===== config.mk =====
export PLATFORM = sky130hd
export DESIGN_NAME = pipe_hazard_unit
export DESIGN_NICKNAME = d
export VERILOG_FILES = /design/src/rtl/pipe_ctrl_pkg.sv /design/src/rtl/hazard_scoreboard.sv /design/src/rtl/pipe_hazard_unit.sv
export SDC_FILE = /design/constraint.sdc
export NUM_CORES = 1
export LEC_CHECK = 0
export ABC_AREA = 1
export CORE_MARGIN = 5
export CORE_UTILIZATION = 31
export CTS_BUF_LIST = sky130_fd_sc_hd__clkbuf_4
export DETAILED_ROUTE_END_ITERATION = 16
export PLACE_DENSITY_LB_ADDON = 0.25
export SLEW_MARGIN = 20
export SYNTH_ARGS = -nofsm -noshare
export SYNTH_HDL_FRONTEND = slang
export SYNTH_SLANG_ARGS = --single-unit

===== constraint.sdc =====
create_clock -name clk -period 2.19 [get_ports clk]
set_input_delay 0.438 -clock clk [delete_from_list [all_inputs] [get_ports clk]]
set_output_delay 0.438 -clock clk [all_outputs]
set_load 0.05 [all_outputs]

===== src/rtl/pipe_ctrl_pkg.sv =====
// Shared types for the pipeline hazard/forwarding controller.
//   FWD_REGFILE  : forward-select value meaning "take the operand from the regfile"
//   sb_entry_t   : one in-flight register writer tracked by the scoreboard
//   hazard_pri_e : which pipeline-control action wins this cycle
package pipe_ctrl_pkg;

  localparam int FWD_REGFILE = 0;

  // Entries are sized for the widest supported configuration (AW <= 8,
  // LOAD_LAT <= 4); narrower addresses are zero-extended on insert.
  localparam int SB_AW = 8;
  localparam int LAT_W = 3;

  typedef struct packed {
    logic             valid;
    logic [SB_AW-1:0] addr;
    logic             wen;
    logic             is_load;
    logic [LAT_W-1:0] lat;      // cycles until the result can be forwarded
  } sb_entry_t;

  // Highest priority last so the encoding reads in escalation order.
  typedef enum logic [1:0] {
    PRI_NONE,
    PRI_FLUSH,
    PRI_STALL,
    PRI_HOLD
  } hazard_pri_e;

endpackage


===== src/rtl/hazard_scoreboard.sv =====
// Scoreboard of in-flight register writers, one entry per stage after ID.
// Entry 1 is EXE, entry FWD_DEPTH is the last stage that can still forward.
// Ports:
//   clk, rst_n            clock, async active-low reset
//   advance               shift the entries one stage
//   ins_*                 instruction entering entry 1 (ins_valid=0 -> bubble)
//   rs_used/rs_addr       first source query
//   rt_used/rt_addr       second source query
//   *_hit/*_stage/*_lat   nearest matching writer, its stage and remaining latency
module hazard_scoreboard
  import pipe_ctrl_pkg::*;
#(
  parameter int AW        = 5,
  parameter int FWD_DEPTH = 3,
  parameter int LOAD_LAT  = 1,
  parameter int SELW      = 2
) (
  input  logic             clk,
  input  logic             rst_n,
  input  logic             advance,
  input  logic             ins_valid,
  input  logic [AW-1:0]    ins_addr,
  input  logic             ins_wen,
  input  logic             ins_is_load,
  input  logic             rs_used,
  input  logic [AW-1:0]    rs_addr,
  input  logic             rt_used,
  input  logic [AW-1:0]    rt_addr,
  output logic             rs_hit,
  output logic [SELW-1:0]  rs_stage,
  output logic [LAT_W-1:0] rs_lat,
  output logic             rt_hit,
  output logic [SELW-1:0]  rt_stage,
  output logic [LAT_W-1:0] rt_lat
);

  sb_entry_t sb_q [1:FWD_DEPTH];
  sb_entry_t ins_entry;

  // NOTE: every variable written in always_comb gets a default first, so no
  // path leaves it unassigned and no latch is inferred.
  always_comb begin
    ins_entry = '0;
    if (ins_valid) begin
      ins_entry.valid   = 1'b1;
      ins_entry.addr    = SB_AW'(ins_addr);
      ins_entry.wen     = ins_wen;
      ins_entry.is_load = ins_is_load;
      ins_entry.lat     = ins_is_load ? LAT_W'(LOAD_LAT) : '0;
    end
  end

  function automatic sb_entry_t age(input sb_entry_t e);
    sb_entry_t r;
    r = e;
    if (e.lat != '0) r.lat = e.lat - 1'b1;
    return r;
  endfunction

  // NOTE: this array is control state, not data storage; it must be cleared
  // on reset or stale writers would forward/stall after reset.
  // NOTE: sequential state uses non-blocking assignments so every entry
  // samples its neighbour's pre-edge value.
  always_ff @(posedge clk or negedge rst_n) begin
    if (!rst_n) begin
      for (int k = 1; k <= FWD_DEPTH; k++) sb_q[k] <= '0;
    end else if (advance) begin
      sb_q[1] <= ins_entry;
      for (int k = 2; k <= FWD_DEPTH; k++) sb_q[k] <= age(sb_q[k-1]);
    end
  end

  // Search from the oldest stage down so the youngest (lowest k) match wins.
  // Register 0 is hard-wired and never forwarded.
  function automatic void match_src(input  logic             used,
                                    input  logic [AW-1:0]    addr,
                                    output logic             hit,
                                    output logic [SELW-1:0]  stage,
                                    output logic [LAT_W-1:0] lat);
    hit   = 1'b0;
    stage = SELW'(FWD_REGFILE);
    lat   = '0;
    for (int k = FWD_DEPTH; k >= 1; k--) begin
      if (used && (addr != '0) && sb_q[k].valid && sb_q[k].wen &&
          (sb_q[k].addr == SB_AW'(addr))) begin
        hit   = 1'b1;
        stage = SELW'(k);
        lat   = sb_q[k].lat;
      end
    end
  endfunction

  always_comb begin
    match_src(rs_used, rs_addr, rs_hit, rs_stage, rs_lat);
    match_src(rt_used, rt_addr, rt_hit, rt_stage, rt_lat);
  end

endmodule


===== src/rtl/pipe_hazard_unit.sv =====
// Hazard and forwarding controller for the in-order MIPS pipeline.
// Tracks in-flight writers in a scoreboard and drives stage enables/clears,
// operand forward selects, a branch-flush sequencer and debug single-step.
// Ports:
//   clk, rst_n                   clock, async active-low reset
//   debug_en, debug_step         hold the pipeline; one advance per step rising edge
//   id_*                         decoded fields of the instruction in ID
//   if_en..wb_en                 stage enables
//   if_rst..wb_rst               stage synchronous clears
//   fwd_rs, fwd_rt               0 = regfile, k = result of scoreboard stage k
//   fwd_mem_ctrl                 store data taken from the load currently in MEM
//   stall_cnt, flush_cnt         load-use stall / branch flush cycle counters
module pipe_hazard_unit
  import pipe_ctrl_pkg::*;
#(
  parameter  int AW        = 5,
  parameter  int FWD_DEPTH = 3,
  parameter  int LOAD_LAT  = 1,
  parameter  int BR_FLUSH  = 1,
  parameter  int CNT_W     = 32,
  localparam int SELW      = $clog2(FWD_DEPTH + 1)
) (
  input  logic             clk,
  input  logic             rst_n,
  input  logic             debug_en,
  input  logic             debug_step,
  input  logic             id_valid,
  input  logic [AW-1:0]    id_rs_addr,
  input  logic [AW-1:0]    id_rt_addr,
  input  logic             id_rs_used,
  input  logic             id_rt_used,
  input  logic [AW-1:0]    id_wb_addr,
  input  logic             id_wb_wen,
  input  logic             id_is_load,
  input  logic             id_is_store,
  input  logic             id_ctrl_xfer,
  output logic             if_en,
  output logic             id_en,
  output logic             exe_en,
  output logic             mem_en,
  output logic             wb_en,
  output logic             if_rst,
  output logic             id_rst,
  output logic             exe_rst,
  output logic             mem_rst,
  output logic             wb_rst,
  output logic [SELW-1:0]  fwd_rs,
  output logic [SELW-1:0]  fwd_rt,
  output logic             fwd_mem_ctrl,
  output logic [CNT_W-1:0] stall_cnt,
  output logic [CNT_W-1:0] flush_cnt
);

  logic             step_q, step_edge, hold, advance;
  logic [1:0]       flush_q;
  logic             flush_active, flush_req;
  logic             rs_hit, rt_hit;
  logic [SELW-1:0]  rs_stage, rt_stage;
  logic [LAT_W-1:0] rs_lat, rt_lat;
  logic             store_fwd, rs_stall, rt_stall, stall;
  hazard_pri_e      pri;

  assign step_edge    = debug_step & ~step_q;
  assign hold         = debug_en & ~step_edge;
  assign advance      = ~hold;
  assign flush_active = (flush_q != '0);
  assign flush_req    = id_ctrl_xfer & (BR_FLUSH != 0);

  hazard_scoreboard #(
    .AW        (AW),
    .FWD_DEPTH (FWD_DEPTH),
    .LOAD_LAT  (LOAD_LAT),
    .SELW      (SELW)
  ) u_sb (
    .clk         (clk),
    .rst_n       (rst_n),
    .advance     (advance),
    // A stalled or flushed ID slot enters EXE as a bubble.
    .ins_valid   (id_valid & ~stall & ~flush_active),
    .ins_addr    (id_wb_addr),
    .ins_wen     (id_wb_wen),
    .ins_is_load (id_is_load),
    .rs_used     (id_rs_used),
    .rs_addr     (id_rs_addr),
    .rt_used     (id_rt_used),
    .rt_addr     (id_rt_addr),
    .rs_hit      (rs_hit),
    .rs_stage    (rs_stage),
    .rs_lat      (rs_lat),
    .rt_hit      (rt_hit),
    .rt_stage    (rt_stage),
    .rt_lat      (rt_lat)
  );

  // A store whose data comes from a load one cycle from completion need not
  // wait: the load result is handed to the store in MEM instead.
  always_comb begin
    store_fwd = rt_hit && id_is_store && (rt_stage == SELW'(1)) && (rt_lat == LAT_W'(1));
    rs_stall  = rs_hit && (rs_lat != '0);
    rt_stall  = rt_hit && (rt_lat != '0) && !store_fwd;
    stall     = rs_stall || rt_stall;
  end

  always_comb begin
    if (hold)                             pri = PRI_HOLD;
    else if (stall)                       pri = PRI_STALL;
    else if (flush_active || flush_req)   pri = PRI_FLUSH;
    else                                  pri = PRI_NONE;
  end

  always_ff @(posedge clk or negedge rst_n) begin
    if (!rst_n) begin
      step_q    <= 1'b0;
      flush_q   <= '0;
      stall_cnt <= '0;
      flush_cnt <= '0;
    end else begin
      step_q <= debug_step;
      if (pri == PRI_STALL) stall_cnt <= stall_cnt + CNT_W'(1);
      if (pri == PRI_FLUSH) begin
        flush_cnt <= flush_cnt + CNT_W'(1);
        // The transfer cycle itself is the first flush slot.
        flush_q   <= flush_active ? flush_q - 2'd1 : 2'(BR_FLUSH - 1);
      end
    end
  end

  always_comb begin
    {if_en, id_en, exe_en, mem_en, wb_en}      = '1;
    {if_rst, id_rst, exe_rst, mem_rst, wb_rst} = '0;
    fwd_rs       = (rs_hit && rs_lat == '0) ? rs_stage : SELW'(FWD_REGFILE);
    fwd_rt       = (rt_hit && rt_lat == '0 && !store_fwd) ? rt_stage : SELW'(FWD_REGFILE);
    fwd_mem_ctrl = store_fwd;
    case (pri)
      PRI_HOLD:  {if_en, id_en, exe_en, mem_en, wb_en} = '0;
      PRI_STALL: begin
        if_en   = 1'b0;
        id_en   = 1'b0;
        exe_rst = 1'b1;
      end
      PRI_FLUSH: id_rst = 1'b1;
      default:   ;
    endcase
    if (!rst_n) begin
      {if_en, id_en, exe_en, mem_en, wb_en}      = '1;
      {if_rst, id_rst, exe_rst, mem_rst, wb_rst} = '1;
      fwd_rs       = SELW'(FWD_REGFILE);
      fwd_rt       = SELW'(FWD_REGFILE);
      fwd_mem_ctrl = 1'b0;
    end
  end

endmodule

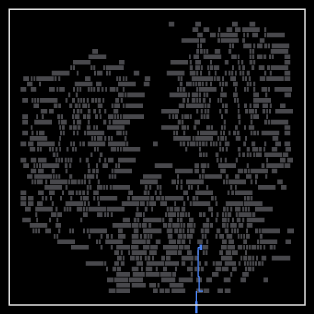
Run 1: I/O nets highlighted
Scale: 2 px per um.
id_rt_used -> blue  # bits 1, direction input, edge bottom, end cells 1, buffers 1, wire 31.3 um
Top Ports: 105
IO buf count: 104

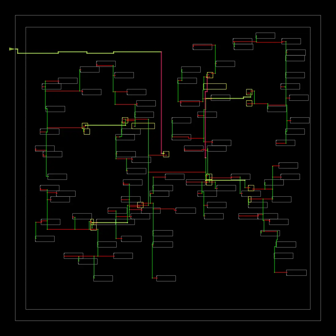
Run 1: the clock network
TritonCTS buffer count: 9
clk_skew: 0.0141 ns

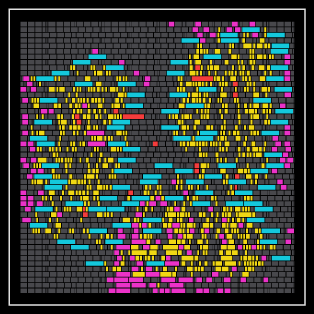
Run 1: placement by cell class
Scale: 2 px per um. Fill, decap, tap and diode cells in gray.
clock drivers and dummy loads -> red  # cells 16, share of their area 2.1%
all other logic -> yellow  # cells 729, share of their area 49%
flops -> cyan  # cells 89, share of their area 30%
other buffers and delay cells -> magenta  # cells 143, share of their area 19%
Core ar.: 18600 um^2
Rows: 50
sequential share of cell area: 28.9%
final core occ: 41.5%

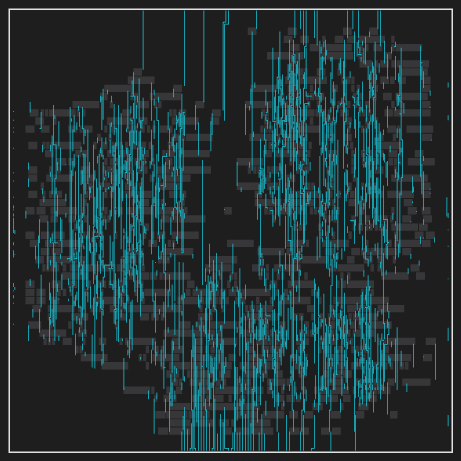
Run 1: metal 2
Scale: 3 px per um. Cells faint in the background.
longest straight run = 51.3 um
main direction = vertical
nets with wire on the layer = 780
GR Util met2: 27.6%
Detailed Route WL: 18200 um
via count: 5655

-- run 1: cells by family (layout without fill, tap and decap cells) --
group / Yosys count / in the layout / share of synthesized area, %
compound gates: 39 / 39 / 3.60
xor+xnor: 62 / 62 / 9.31
fa+ha+maj: 2 / 2 / 0.429
buf+inv: 107 / 242 / 8.65
flops: 89 / 89 / 38.2
simple gates: 542 / 543 / 39.8
-- run 1: power groups by stage --
stage	combinational, W	clock (W)	sequential [W]
floorplan	0.000326	0	0.00197
global placement	0.000739	0	0.00187
detailed placement	0.000742	0	0.00187
CTS	0.000753	0.00111	0.00183
global route	0.000903	0.00116	0.00186
finish	0.000817	0.00106	0.00184
-- run 1: critical path, delay by kind of cell, from the launching register on --
family	cells	cell delay, ns
simple gates	9	0.88
buf+inv	1	0.13
flops	1	0.50
==> GITHUB_STEP_SUMMARY, run 1 <==
### Yosys + OpenROAD results

| Metric | Value |
|---|---|
| Startpoint Class | flop |
| Num sequential | between 80 and 90 |
| Count of final setup violators | 9 |
| Ant. Diodes | 0 |
| Slowest CP cell | dfrtp_2 |
| Number of enable flip-flop cells | 0 |
| Final Hold Fails | 0 |
| Status | complete, but fails checks |
| Multi-input combinational area share | 42.7% |
| Max clock buf depth | 2 |
| Most common cell on crit path | nand2_2 |
| Failing checks | negative setup slack |
| Synth async-reset ratio | 100% |
| Inverters | 83 |
| FMAX | between 0.4 and 0.5 GHz |
| Relative max-transition margin | between 30 and 40% |
| Gr usage total | 16.4% |
| Design Area, Final | around 7700 um^2 |
| Worst Slack Setup Final | -0.231 ns |
| Area leader share | 38.2% |
| Pleak | just under 4 nW |
| Most frequent cells in the layout | nand2_1, dfrtp_1, dlygate4sd2_1 |
| Synth-to-Final Area Change | 32.5% |
| Bufs w/o clock | around 140 |
| Crit-path cells | nand2_2 > nand2_2 > nor2_2 > nand2_1 > nor2_2 > nand4_4 > nand2_4 > nand2_4 > nand2_2 > buf_12 |
## Run 2: what changed since run 1
Settings changed: CAP_MARGIN from default to 20, HOLD_SLACK_MARGIN from default to 0.06, TNS_END_PERCENT from default to 5.
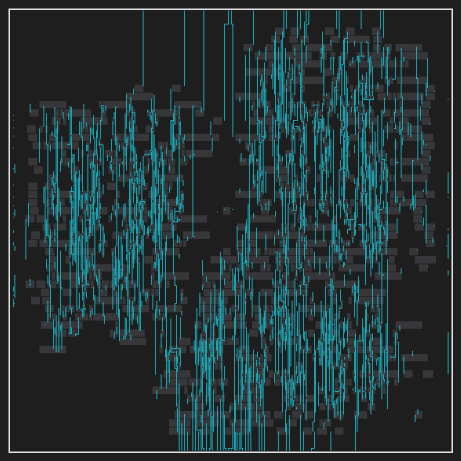
Run 2: metal 2
Scale: 3 px per um. Cells faint in the background.
wire length on this layer = 8560 um
nets with wire on the layer = 778
main direction = vertical
longest straight run = 54.6 um
via count: 5679
GR Util met2: 28.1%
Detailed Route WL: 17300 um

==> run 2 against run 1 <==
Against the previous run:
- the run still ends with negative setup slack left
- sequential share of layout area is 0.66 points higher
- die area unchanged
- global-route usage about the same
- via count up 0.42%
- largest power group unchanged
- fmax increased by 0.31%
- setup slack gained 0.0074 ns
- register-to-register slack lost 0.18 ns
- synthesized cell count unchanged
==> GITHUB_STEP_SUMMARY, run 2 <==
### Yosys + OpenROAD results

| Metric | Value |
|---|---|
| Top Ports | 105 |
| Final Hold Fails | 0 |
| Sequential Power | approximately 0.0018 W |
| Bufs w/o clock | between 100 and 150 |
| IO buf count | approximately 100 |
| Max clock buf depth | 2 |
| Startpoint Class | flop |
| Pleak | about 4 nW |
| Failing checks | negative setup slack |
| Ant. Diodes | 0 |
| Final core occ | about 40% |
| Synth async-reset ratio | 100% |
| Num sequential | about 90 |
| Most frequent cells in the layout | nand2_1, dfrtp_1, inv_1 |
| Worst Slack Setup Final | -0.224 ns |
| Sequential share of cell area | around 30% |
| Clk_skew | approximately 0.015 ns |
| Inverters | slightly above 80 |
| Count of final setup violators | around 42 |
| Status | complete, but fails checks |
| Relative max-transition margin | 48.0% |
| TritonCTS buffer count | 9 |
| Crit-path cells | xor2_1 > nor3_2 > nand3_4 > nand2_4 > nand2_4 > nand2_2 > buf_12 |
| Multi-input combinational area share | approximately 42% |
| Largest delay contributor family on the critical path | simple AND/OR/NAND/NOR gates |
| Design Area, Final | around 7500 um^2 |
| Slowest CP cell | dfrtp_2 |
| Synth-to-Final Area Change | 29.4% |
run 2: netlist changes by cell type in the layout (fill, tap and decap cells not counted), sizes merged:
| cell | previous run | this run |
|---|---|---|
| buf | 52 | 48 |
| bufinv | 2 | 3 |
| clkbuf | 12 | 9 |
| clkdlybuf4s50 | 17 | 15 |
| clkinv | 2 | 1 |
| dlygate4sd2 | 70 | 68 |
| dlymetal6s2s | 1 | 4 |
| inv | 83 | 84 |
| nor2 | 68 | 67 |
run 2: cell families after synthesis:
family / after synthesis / synth area share (%)
flops: 89 / 38.2
simple gates: 542 / 39.8
fa+ha+maj: 2 / 0.429
xor+xnor: 62 / 9.31
buf+inv: 107 / 8.65
compound gates: 39 / 3.60
Power figures rest on the tool's default switching activity, not on a simulated workload.
